Figure 1. Signal wires on met1 (run 1).
(3 px per um)
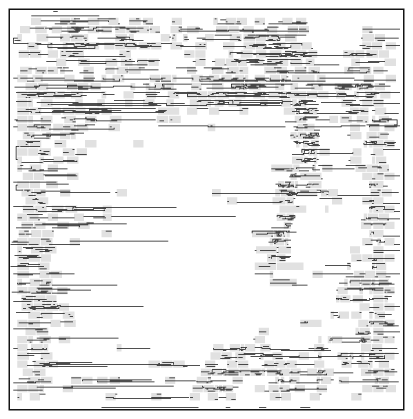
Figure 2. Met2 routing (run 1).
(4 px per um)
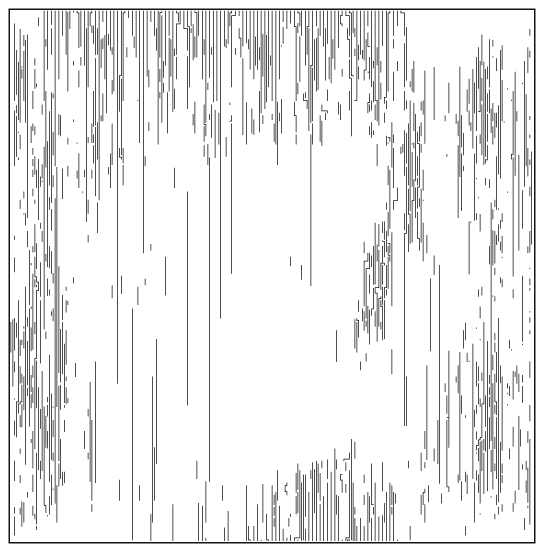
Figure 3. Signal wires on met3 (run 1).
(2 px per um)
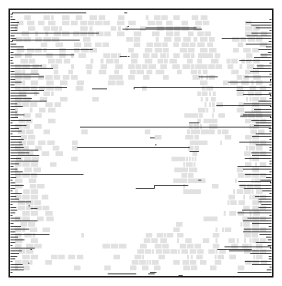
Figure 4. Met4 routing (run 1).
(2 px per um)
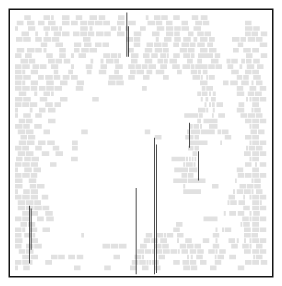
===== config.mk =====
export PLATFORM = sky130hd
export DESIGN_NAME = dm_port_arbiter
export DESIGN_NICKNAME = d
export VERILOG_FILES = /design/src/rtl/dm_arb_pkg.sv /design/src/rtl/dm_arb_starve_timer.sv /design/src/rtl/dm_port_arbiter.sv
export SDC_FILE = /design/constraint.sdc
export NUM_CORES = 1
export LEC_CHECK = 0
export CAP_MARGIN = 15
export CORE_AREA = 2 2 129 131
export CTS_CLUSTER_DIAMETER = 80
export DETAILED_ROUTE_END_ITERATION = 7
export DIE_AREA = 0 0 131 133
export GPL_TIMING_DRIVEN = 0
export PLACE_DENSITY = 0.62
export SLEW_MARGIN = 0
export SYNTH_ARGS = -nofsm -noshare
export SYNTH_HDL_FRONTEND = slang
export SYNTH_HIERARCHICAL = 1
export SYNTH_SLANG_ARGS = --single-unit

===== constraint.sdc =====
create_clock -name clk -period 3.79 [get_ports clk]
set_clock_uncertainty 0.15 [all_clocks]
set_input_delay 0.5685 -clock clk [delete_from_list [all_inputs] [get_ports clk]]
set_output_delay 0.5685 -clock clk [all_outputs]
set_load 0.05 [all_outputs]

===== src/rtl/dm_arb_pkg.sv =====
// Shared types and default widths for the data-memory port arbiter.
package dm_arb_pkg;

    localparam int DM_AW = 13;
    localparam int DM_DW = 32;

    typedef enum logic {NORMAL, FORCE} arb_state_t;

    typedef logic [DM_AW-1:0] dm_addr_t;

endpackage


===== src/rtl/dm_arb_starve_timer.sv =====
// Counts consecutive cycles an external request goes ungranted and asks for a
// forced grant once the limit is reached.
module dm_arb_starve_timer
    import dm_arb_pkg::*;
#(
    parameter int MAX_WAIT = 8
) (
    input  logic clk,
    input  logic rst,
    input  logic ext_req_i,
    input  logic ext_gnt_i,
    input  logic in_force_i,
    output logic force_req_o
);

    localparam int CW = $clog2(MAX_WAIT + 1);

    logic [CW-1:0] wait_cnt_q, wait_cnt_d;
    logic          starving;

    assign starving = ext_req_i & ~ext_gnt_i;

    always_comb begin
        wait_cnt_d = '0;
        if (!in_force_i && starving) begin
            wait_cnt_d = (wait_cnt_q == CW'(MAX_WAIT)) ? wait_cnt_q : wait_cnt_q + 1'b1;
        end
    end

    // NOTE: state flops use non-blocking assignments so every flop samples pre-edge values.
    always_ff @(posedge clk) begin
        if (rst) wait_cnt_q <= '0;
        else     wait_cnt_q <= wait_cnt_d;
    end

    assign force_req_o = ~in_force_i & starving & (wait_cnt_q == CW'(MAX_WAIT - 1));

endmodule


===== src/rtl/dm_port_arbiter.sv =====
// Shares the two data-memory ports between the CPU's two memory slots and an
// external requester. Optional perf counters are enabled by DM_ARB_PERF_EN.
module dm_port_arbiter
    import dm_arb_pkg::*;
#(
    parameter int AW       = DM_AW,
    parameter int DW       = DM_DW,
    parameter int MAX_WAIT = 8
) (
    input  logic          clk,
    input  logic          rst,
    input  logic          cpu_re0_i,
    input  logic          cpu_re1_i,
    input  logic          cpu_we0_i,
    input  logic          cpu_we1_i,
    input  logic [AW-1:0] cpu_addr0_i,
    input  logic [AW-1:0] cpu_addr1_i,
    input  logic [DW-1:0] cpu_wdat0_i,
    input  logic [DW-1:0] cpu_wdat1_i,
    output logic          cpu_stall_o,
    input  logic          ext_req_i,
    input  logic          ext_we_i,
    input  logic [AW-1:0] ext_addr_i,
    input  logic [DW-1:0] ext_wdat_i,
    output logic          ext_gnt_o,
    output logic          ext_rvalid_o,
    output logic [DW-1:0] ext_rdat_o,
    output logic [AW-1:0] dm_addr0_o,
    output logic [AW-1:0] dm_addr1_o,
    output logic          dm_re0_o,
    output logic          dm_re1_o,
    output logic          dm_we0_o,
    output logic          dm_we1_o,
    output logic [DW-1:0] dm_wdat0_o,
    output logic [DW-1:0] dm_wdat1_o,
    input  logic [DW-1:0] dm_rdat0_i,
    input  logic [DW-1:0] dm_rdat1_i
`ifdef DM_ARB_PERF_EN
    ,
    output logic [31:0]   perf_stall_cnt_o,
    output logic [31:0]   perf_ext_cnt_o
`endif
);

    arb_state_t state_q, state_d;
    logic       slot0_act, slot1_act, conflict, in_force;
    logic       ext_port, force_req;
    logic       rd_pend_q, rd_port_q;

    assign slot0_act = cpu_re0_i | cpu_we0_i;
    assign slot1_act = cpu_re1_i | cpu_we1_i;
    assign in_force  = (state_q == FORCE);

    // A shared address only blocks the requester when at least one side writes.
    assign conflict =
        (slot0_act & (ext_addr_i == cpu_addr0_i) & (ext_we_i | cpu_we0_i)) |
        (slot1_act & (ext_addr_i == cpu_addr1_i) & (ext_we_i | cpu_we1_i));

    always_comb begin
        ext_gnt_o = 1'b0;
        ext_port  = 1'b0;
        if (!rst) begin
            if (in_force) begin
                ext_gnt_o = ext_req_i;
            end else begin
                ext_port  = ~slot1_act;
                ext_gnt_o = ext_req_i & ~(slot0_act & slot1_act) & ~conflict;
            end
        end
    end

    dm_arb_starve_timer #(.MAX_WAIT(MAX_WAIT)) u_timer (
        .clk         (clk),
        .rst         (rst),
        .ext_req_i   (ext_req_i),
        .ext_gnt_i   (ext_gnt_o),
        .in_force_i  (in_force),
        .force_req_o (force_req)
    );

    always_ff @(posedge clk) begin
        if (rst) state_q <= NORMAL;
        else     state_q <= state_d;
    end

    // FORCE never repeats back to back; it always returns to NORMAL.
    always_comb begin
        state_d = NORMAL;
        if (!in_force && force_req) state_d = FORCE;
    end

    // NOTE: every output gets a default first so no path through the block infers a latch.
    always_comb begin
        cpu_stall_o = in_force;
        dm_addr0_o  = cpu_addr0_i;
        dm_re0_o    = cpu_re0_i & ~in_force & ~rst;
        dm_we0_o    = cpu_we0_i & ~in_force & ~rst;
        dm_wdat0_o  = cpu_wdat0_i;
        dm_addr1_o  = cpu_addr1_i;
        dm_re1_o    = cpu_re1_i & ~in_force & ~rst;
        dm_we1_o    = cpu_we1_i & ~in_force & ~rst;
        dm_wdat1_o  = cpu_wdat1_i;
        if (ext_gnt_o && !ext_port) begin
            dm_addr0_o = ext_addr_i;
            dm_re0_o   = ~ext_we_i;
            dm_we0_o   = ext_we_i;
            dm_wdat0_o = ext_wdat_i;
        end
        if (ext_gnt_o && ext_port) begin
            dm_addr1_o = ext_addr_i;
            dm_re1_o   = ~ext_we_i;
            dm_we1_o   = ext_we_i;
            dm_wdat1_o = ext_wdat_i;
        end
    end

    always_ff @(posedge clk) begin
        if (rst) begin
            rd_pend_q <= 1'b0;
            rd_port_q <= 1'b0;
        end else begin
            rd_pend_q <= ext_gnt_o & ~ext_we_i;
            rd_port_q <= ext_port;
        end
    end

    // Gating with rst drops a read that was granted just before reset.
    assign ext_rvalid_o = rd_pend_q & ~rst;
    assign ext_rdat_o   = ext_rvalid_o ? (rd_port_q ? dm_rdat1_i : dm_rdat0_i) : '0;

`ifdef DM_ARB_PERF_EN
    always_ff @(posedge clk) begin
        if (rst) begin
            perf_stall_cnt_o <= '0;
            perf_ext_cnt_o   <= '0;
        end else begin
            if (in_force && perf_stall_cnt_o != '1) perf_stall_cnt_o <= perf_stall_cnt_o + 1'b1;
            if (ext_gnt_o && perf_ext_cnt_o != '1) perf_ext_cnt_o <= perf_ext_cnt_o + 1'b1;
        end
    end
`endif

endmodule


==> results.sh, run 1 <==
# flow metrics
export IMPL_synthTopCellsByArea="mux2_2 (44%), mux2i_1 (14%), nor2_1 (6.8%)"
export IMPL_worstMarginPinSlew_ps=731
export IMPL_die_y_um=133
export IMPL_adder_share=0.0110
export IMPL_power_leader="combinational cells"
export IMPL_synthCells=259
export IMPL_tool_warnings=29
export IMPL_lay_top_count="clkdlybuf4s50_1"
export IMPL_r2r_cells=6
export IMPL_comb_area_mm2=0.00206
export IMPL_combPwrFrac=0.736
export IMPL_largest_cell_class="buffers"
export IMPL_synth_area_mm2=0.00228
export IMPL_yosysMostFrequentCell="mux2_2"
export IMPL_switching_power_w=0.000426
export IMPL_grt_max_degree=11
export IMPL_clock_area_frac=0.0131
export IMPL_cts_buffers=3
export IMPL_cts_resized_gates=260
export IMPL_rsz0062_at_grt="true"
export IMPL_fill_cells=1638
export IMPL_routabilityCongestion=0.807
export IMPL_status="finished clean"
export IMPL_final_setup_viol_count=0
export IMPL_cts_root_buf="clkbuf_16"
export IMPL_hold_depth=2
export IMPL_hold_start="u_timer/wait_cnt_q[2]"
export IMPL_io_buffers=335
export IMPL_wl_met1_um=5040
export IMPL_finalHoldViolations=0
export IMPL_first_global_vias=3557
export IMPL_grt_usage=0.154
export IMPL_fin_total_pwr_w=0.000986
Notes on Figure 1 above:
longest straight run = 42.8 um
share of all routed wire = 35%
global routing usage on met1: 0.157
DRT Wirelength: 14,500 um
Via Count: 3,379

Notes on Figure 2 above:
wire length on this layer = 7,250 um
nets with wire on the layer = 727
share of all routed wire = 50%
main direction = vertical
longest straight run = 93.1 um
met2 Use GR: 0.287

Notes on Figure 3 above:
nets with wire on the layer = 204
longest straight run = 95.2 um
main direction = horizontal

Notes on Figure 4 above:
longest straight run = 68.0 um
main direction = vertical
share of all routed wire = 2.0%

--- run 2 (diff from run 1) ---
Settings changed: SLEW_MARGIN 0 to default.
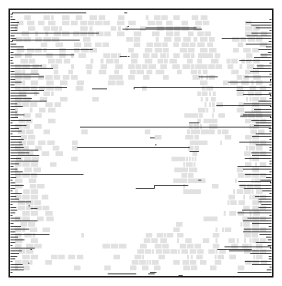
Figure 5: run 2, signal wires on met3.
(2 px per um)
met3 GRT Util: 0.0607

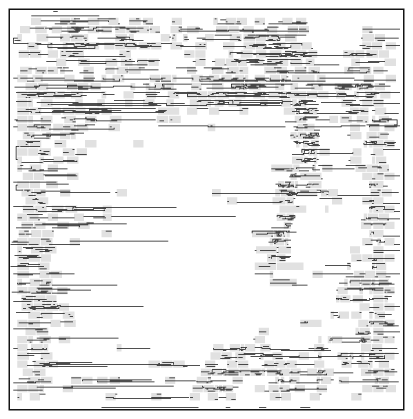
Figure 6: run 2, signal wires on met1.
(3 px per um)
main direction = horizontal
nets with wire on the layer = 679

==> run 2 against run 1 <==
Effect of this change: clock power is essentially flat; count of clock-buffer cells in the layout unchanged; sequential power hardly changed; global-route usage did not move; synthesized cell count stayed put; combinational power hardly changed; setup slack is the same; register-to-register slack barely moved; sequential share of layout area unchanged; critical path depth did not move; final area unchanged; fmax unchanged; critical path type unchanged; largest cell class unchanged.
==> results.sh, run 2 <==
# flow metrics
export IMPL_final_setup_tns_ps=0
export IMPL_lay_top_count="clkdlybuf4s50_1"
export IMPL_final_cell_mix="clkdlybuf4s50_1 (241), mux2_2 (90), clkdlybuf4s15_2 (54)"
export IMPL_io_buffers=335
export IMPL_routed_wl_met2_um=7250
export IMPL_hold_start="u_timer/wait_cnt_q[2]"
export IMPL_final_setup_viol_count=0
export IMPL_routabilityCongestion=0.807
export IMPL_comb_area_mm2=0.00206
export IMPL_fin_total_pwr_w=0.000986
export IMPL_use_met1=0.157
export IMPL_finalHoldViolations=0
export IMPL_hold_depth=2
export IMPL_cts_resized_gates=260
export IMPL_grt_usage=0.154
export IMPL_fill_cells=1638
export IMPL_ys_sh_mux=0.589
export IMPL_totalWireLength_um=14500
export IMPL_dp_cells=814
export IMPL_synthTopCellsByArea="mux2_2 (44%), mux2i_1 (14%), nor2_1 (6.8%)"
export IMPL_combPwrFrac=0.736
export IMPL_first_global_vias=3557
export IMPL_post_route_min_period_ps=3720
export IMPL_power_leader="combinational cells"
export IMPL_adder_share=0.0110
export IMPL_cts_root_buf="clkbuf_16"
export IMPL_switching_power_w=0.000426
export IMPL_crit_buf_inv=4
export IMPL_wl_met1_um=5040
export IMPL_fp_util=0.141
export IMPL_status="finished clean"
export IMPL_path_cells="clkdlybuf4s50_1 -> xor2_1 -> or3_4 -> nor4_4 -> nor2_4 -> buf_12 -> buf_6 -> mux2_2 -> clkdlybuf4s15_2"
export IMPL_rsz0062_at_grt="true"
export IMPL_die_y_um=133
export IMPL_report_final_slew_viol_count=0
export IMPL_synth_area_mm2=0.00228
export IMPL_r2r_cells=6
export IMPL_via_count=3379
export IMPL_highest_layer="met5"
export IMPL_grt_use_met2=0.287
export IMPL_yosysMostFrequentCell="mux2_2"
export IMPL_clock_area_frac=0.0131
export IMPL_tool_warnings=29
export IMPL_largest_cell_class="buffers"
export IMPL_logic_gate_count=232
export IMPL_yosys_cells=259
export IMPL_synthCells=259
export IMPL_grt_max_degree=11
Power and IR drop assume default switching activity.
